`config.mk`:
```
export PLATFORM = sky130hd
export DESIGN_NAME = regwrite_sched_flat
export DESIGN_NICKNAME = d
export VERILOG_FILES = /design/src/rtl/regwrite_pkg.sv /design/src/rtl/regwrite_sched_if.sv /design/src/rtl/uart_word_assembler.sv /design/src/rtl/regwrite_sched.sv /design/src/flat_wrapper.sv
export SDC_FILE = /design/constraint.sdc
export NUM_CORES = 1
export LEC_CHECK = 0
export CAP_MARGIN = 20
export CORE_MARGIN = 2
export CORE_UTILIZATION = 48
export DETAILED_ROUTE_END_ITERATION = 12
export GPL_ROUTABILITY_DRIVEN = 0
export GPL_TIMING_DRIVEN = 0
export PLACE_DENSITY = 0.86
export SLEW_MARGIN = 20
export SYNTH_ARGS = -nofsm -noshare
export SYNTH_HDL_FRONTEND = slang
export SYNTH_HIERARCHICAL = 1
export SYNTH_SLANG_ARGS = --single-unit
```
`constraint.sdc`:
```
create_clock -name CLK -period 2.3 [get_ports CLK]
set_clock_uncertainty 0.1 [all_clocks]
set_input_delay 0.46 -clock CLK [delete_from_list [all_inputs] [get_ports CLK]]
set_output_delay 0.46 -clock CLK [all_outputs]
set_load 0.01 [all_outputs]
```
`src/rtl/regwrite_pkg.sv`:
```
// regwrite_pkg: shared types and constants for the register-write scheduler.
//   BYTES_PER_WORD : UART bytes assembled into one 32-bit input word
//   CNT_W          : byte-counter width
//   state_t        : scheduler FSM state encoding
package regwrite_pkg;
    localparam int BYTES_PER_WORD = 4;
    localparam int CNT_W          = $clog2(BYTES_PER_WORD);

    typedef enum logic [1:0] {
        IDLE = 2'd0,
        RECV = 2'd1,
        PEND = 2'd2
    } state_t;
endpackage

```
`src/rtl/regwrite_sched_if.sv`:
```
// regwrite_sched_if: bundle of core writeback, input-instruction, UART receive
// and register-file write signals.
//   master : drives wb_*, in_*, rx_valid/rx_data; observes the rest
//   slave  : the scheduler side
interface regwrite_sched_if #(
    parameter int REG_ADDR_WIDTH = 5
);
    logic                      wb_req;
    logic [REG_ADDR_WIDTH-1:0] wb_addr;
    logic [31:0]               wb_data;
    logic                      in_req;
    logic [REG_ADDR_WIDTH-1:0] in_addr;
    logic                      rx_valid;
    logic [7:0]                rx_data;
    logic                      rx_ready;
    logic                      rf_we;
    logic [REG_ADDR_WIDTH-1:0] rf_addr;
    logic [31:0]               rf_wdata;
    logic                      pc_enable;
    logic                      in_done;

    modport master (
        output wb_req, wb_addr, wb_data, in_req, in_addr, rx_valid, rx_data,
        input  rx_ready, rf_we, rf_addr, rf_wdata, pc_enable, in_done
    );
    modport slave (
        input  wb_req, wb_addr, wb_data, in_req, in_addr, rx_valid, rx_data,
        output rx_ready, rf_we, rf_addr, rf_wdata, pc_enable, in_done
    );
endinterface

```
`src/rtl/uart_word_assembler.sv`:
```
// uart_word_assembler: shifts UART bytes MSB-first into a word and counts them.
//   CLK, reset : clock, async active-low reset
//   i_clear    : zero counter and word buffer
//   i_load     : accept i_data this cycle
//   o_word     : assembled word (first byte ends up in the top byte)
//   o_full     : this load is the last byte of the word
module uart_word_assembler #(
    parameter int BYTES = 4
) (
    input  logic               CLK,
    input  logic               reset,
    input  logic               i_clear,
    input  logic               i_load,
    input  logic [7:0]         i_data,
    output logic [8*BYTES-1:0] o_word,
    output logic               o_full
);
    import regwrite_pkg::*;

    localparam logic [CNT_W-1:0] LAST = CNT_W'(BYTES - 1);

    logic [CNT_W-1:0]   r_cnt;
    logic [8*BYTES-1:0] r_word;

    always_ff @(posedge CLK or negedge reset) begin
        if (!reset) begin
            r_cnt  <= '0;
            r_word <= '0;
        end else if (i_clear) begin
            r_cnt  <= '0;
            r_word <= '0;
        end else if (i_load) begin
            r_word <= {r_word[8*BYTES-9:0], i_data};
            // Saturate on the last byte so the count never wraps inside a word.
            if (r_cnt != LAST) r_cnt <= r_cnt + 1'b1;
        end
    end

    assign o_word = r_word;
    assign o_full = i_load && (r_cnt == LAST);
endmodule

```
`src/rtl/regwrite_sched.sv`:
```
// regwrite_sched: shares one register-file write port between core writeback
// and UART-sourced input words, stalling the PC while an input word is built.
//   CLK, reset : clock, async active-low reset
//   bus        : regwrite_sched_if slave (writeback, input request, UART rx,
//                register-file write, pc_enable, in_done)
module regwrite_sched #(
    parameter int REG_ADDR_WIDTH = 5,
    parameter int BYTES_PER_WORD = 4
) (
    input  logic            CLK,
    input  logic            reset,
    regwrite_sched_if.slave bus
);
    import regwrite_pkg::*;

    state_t                    r_state, w_next;
    logic                      r_in_prev;
    logic [REG_ADDR_WIDTH-1:0] r_addr;
    logic                      r_rf_we;
    logic [REG_ADDR_WIDTH-1:0] r_rf_addr;
    logic [31:0]               r_rf_wdata;
    logic                      r_in_done;
    logic                      r_pc_enable;

    logic        w_rise, w_accept, w_start, w_uart_grant, w_full;
    logic [31:0] w_word;

    assign w_rise   = bus.in_req && !r_in_prev;
    assign w_accept = (r_state == RECV) && bus.rx_valid;

    uart_word_assembler #(.BYTES(BYTES_PER_WORD)) u_asm (
        .CLK     (CLK),
        .reset   (reset),
        .i_clear (w_start),
        .i_load  (w_accept),
        .i_data  (bus.rx_data),
        .o_word  (w_word),
        .o_full  (w_full)
    );

    always_ff @(posedge CLK or negedge reset) begin
        if (!reset) r_state <= IDLE;
        else        r_state <= w_next;
    end

    always_comb begin
        w_next       = r_state;
        w_start      = 1'b0;
        w_uart_grant = 1'b0;
        case (r_state)
            IDLE: if (w_rise) begin
                w_start = 1'b1;
                w_next  = RECV;
            end
            RECV: if (w_full) w_next = PEND;
            // Core writeback always wins; the UART word waits until a free cycle.
            PEND: if (!bus.wb_req) begin
                w_uart_grant = 1'b1;
                w_next       = IDLE;
            end
            default: w_next = IDLE;
        endcase
    end

    always_ff @(posedge CLK or negedge reset) begin
        if (!reset) begin
            r_in_prev   <= 1'b0;
            r_addr      <= '0;
            r_rf_we     <= 1'b0;
            r_rf_addr   <= '0;
            r_rf_wdata  <= '0;
            r_in_done   <= 1'b0;
            r_pc_enable <= 1'b1;
        end else begin
            r_in_prev <= bus.in_req;
            r_in_done <= w_uart_grant;
            if (w_start) r_addr <= bus.in_addr;
            if (w_start)           r_pc_enable <= 1'b0;
            else if (w_uart_grant) r_pc_enable <= 1'b1;
            // Writes to r0 are dropped, but done/pc recovery still happen.
            if (bus.wb_req) begin
                r_rf_we    <= |bus.wb_addr;
                r_rf_addr  <= bus.wb_addr;
                r_rf_wdata <= bus.wb_data;
            end else if (w_uart_grant) begin
                r_rf_we    <= |r_addr;
                r_rf_addr  <= r_addr;
                r_rf_wdata <= w_word;
            end else begin
                r_rf_we <= 1'b0;
            end
        end
    end

    assign bus.rx_ready  = (r_state == RECV);
    assign bus.rf_we     = r_rf_we;
    assign bus.rf_addr   = r_rf_addr;
    assign bus.rf_wdata  = r_rf_wdata;
    assign bus.in_done   = r_in_done;
    assign bus.pc_enable = r_pc_enable;
endmodule

```
`src/flat_wrapper.sv`:
```
// flat-port wrapper written by rule: the top's interface ports become plain ports
module regwrite_sched_flat import regwrite_pkg::*;
#(
    parameter int REG_ADDR_WIDTH = 5,
    parameter int BYTES_PER_WORD = 4
)
  (CLK, reset, bus_wb_req, bus_wb_addr, bus_wb_data, bus_in_req, bus_in_addr, bus_rx_valid, bus_rx_data, bus_rx_ready, bus_rf_we, bus_rf_addr, bus_rf_wdata, bus_pc_enable, bus_in_done);
  regwrite_sched_if #(.REG_ADDR_WIDTH(REG_ADDR_WIDTH)) bus_i ();
  input  logic CLK;
  input  logic reset;
  input wire logic [$bits(bus_i.wb_req)-1:0] bus_wb_req;
  input wire logic [$bits(bus_i.wb_addr)-1:0] bus_wb_addr;
  input wire logic [$bits(bus_i.wb_data)-1:0] bus_wb_data;
  input wire logic [$bits(bus_i.in_req)-1:0] bus_in_req;
  input wire logic [$bits(bus_i.in_addr)-1:0] bus_in_addr;
  input wire logic [$bits(bus_i.rx_valid)-1:0] bus_rx_valid;
  input wire logic [$bits(bus_i.rx_data)-1:0] bus_rx_data;
  output wire logic [$bits(bus_i.rx_ready)-1:0] bus_rx_ready;
  output wire logic [$bits(bus_i.rf_we)-1:0] bus_rf_we;
  output wire logic [$bits(bus_i.rf_addr)-1:0] bus_rf_addr;
  output wire logic [$bits(bus_i.rf_wdata)-1:0] bus_rf_wdata;
  output wire logic [$bits(bus_i.pc_enable)-1:0] bus_pc_enable;
  output wire logic [$bits(bus_i.in_done)-1:0] bus_in_done;
  assign bus_i.wb_req = bus_wb_req;
  assign bus_i.wb_addr = bus_wb_addr;
  assign bus_i.wb_data = bus_wb_data;
  assign bus_i.in_req = bus_in_req;
  assign bus_i.in_addr = bus_in_addr;
  assign bus_i.rx_valid = bus_rx_valid;
  assign bus_i.rx_data = bus_rx_data;
  assign bus_rx_ready = bus_i.rx_ready;
  assign bus_rf_we = bus_i.rf_we;
  assign bus_rf_addr = bus_i.rf_addr;
  assign bus_rf_wdata = bus_i.rf_wdata;
  assign bus_pc_enable = bus_i.pc_enable;
  assign bus_in_done = bus_i.in_done;
  regwrite_sched #(.REG_ADDR_WIDTH(REG_ADDR_WIDTH), .BYTES_PER_WORD(BYTES_PER_WORD)) u_core (.CLK(CLK), .reset(reset), .bus(bus_i));
endmodule
```
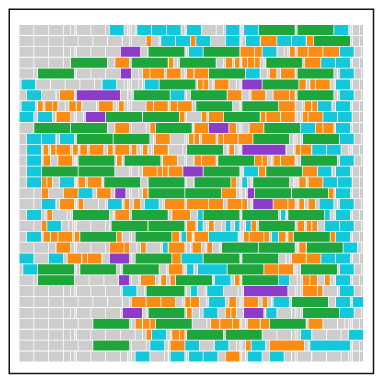
(cell classes on the final placement)
Drawn at 4 px/um. Fill, decap, tap and diode cells in gray.
legend:
  clock drivers and dummy loads:
    color: purple
    cells: 16
    share_of_their_area: 5.0%
  registers:
    color: green
    cells: 82
    share_of_their_area: 42%
  remaining logic cells:
    color: orange
    cells: 206
    share_of_their_area: 29%
  remaining buffers and delay cells:
    color: cyan
    cells: 119
    share_of_their_area: 24%
flop share of the area: 0.414
fin area: 0.00496 mm2
Row Count: 31

==> Changelog: implementation <==
### Implementation results

- Logic Gate Count: ~200
- Grt total ovfl: 0
- Met3 Usage GRT: 0.0684
- Dominant flop cell: dfrtp_1
- Clock buffers: 9
- Post-CTS sizing: 0
- Critical path's top delay family: buffers and inverters
- Pwr Density: between 900 and 1000 mW/mm2
- Cell count after placement: 504
- Clock Path Buffers: 2
- GR Layer Usage met1: 0.293
- Layout Cells excl Fill: 522
- Fin worst setup slack: ~0.17 ns
- Psw: approximately 1400 uW
- Layout cell share with drive strength beyond 1: 0.0993
- Top cells by area, synth: dfrtp_1 (56%), mux2i_1 (19%), o21ai_0 (4.6%)
- Synth top cells by count: dfrtp_1 (81), mux2i_1 (69), nand2_1 (38), nor2_1 (35), o21ai_0 (33)
- Leak Pwr: between 0.002 and 0.0025 uW
- Inverter count: 3
- Kind of critical path: reg -> out
- Total Wirelength: 8.98 mm
- Via count: roughly 2.7k
- Flop pwr share: 0.456
- Critical Path AT: 1.57 ns
- Run status: finished, final reports clean
- Hold wc startpoint: u_core/bus.pc_enable
- GR peak layer: met2
- Int Pwr: between 3000 and 4000 uW
- Vias in the first global route: 2867
- Fin crit share: 0.927
- Register area share after synthesis: 0.569
- 1st-pass router iterations: 5
- Post-synthesis compound-gate area fraction: 0.0617
- Footprint of the multi-input gates: approximately 0.0014 mm2
- Initial antenna violation count: 0
- Final Util: 0.683
- FP Util: 0.497
- Uppermost routed layer: met4
- DRT met1 WL: about 3.9 mm
- Pre-CTS setup slack: -0.331 ns
- Latency at later pin: 0.35 ns
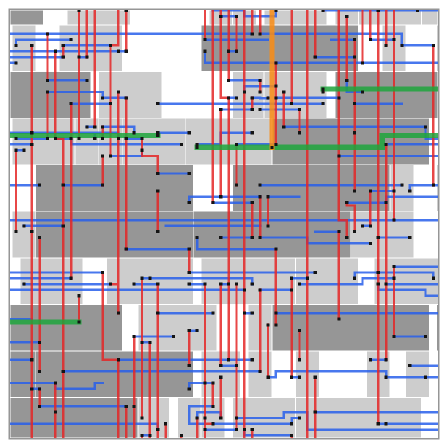
(a small window of the routed layout)
Region (33, 33) to (58, 58) um. Cells in gray, sequential cells in the stronger gray; small squares are vias.
legend:
  M1:
    color: blue
  M4:
    color: orange
  M3:
    color: green
  M2:
    color: red
sequential cells in the window: 12
netlist names of flops here include: u_core/u_asm/o_word (8), u_core/bus.rf_wdata (2), u_core/u_asm/r_cnt (2)
most frequent: dfrtp_1 (12), mux2i_1 (9), nor2_1 (8)
cells with their middle in the window: 43

Power is estimated from default activity; no workload was simulated.
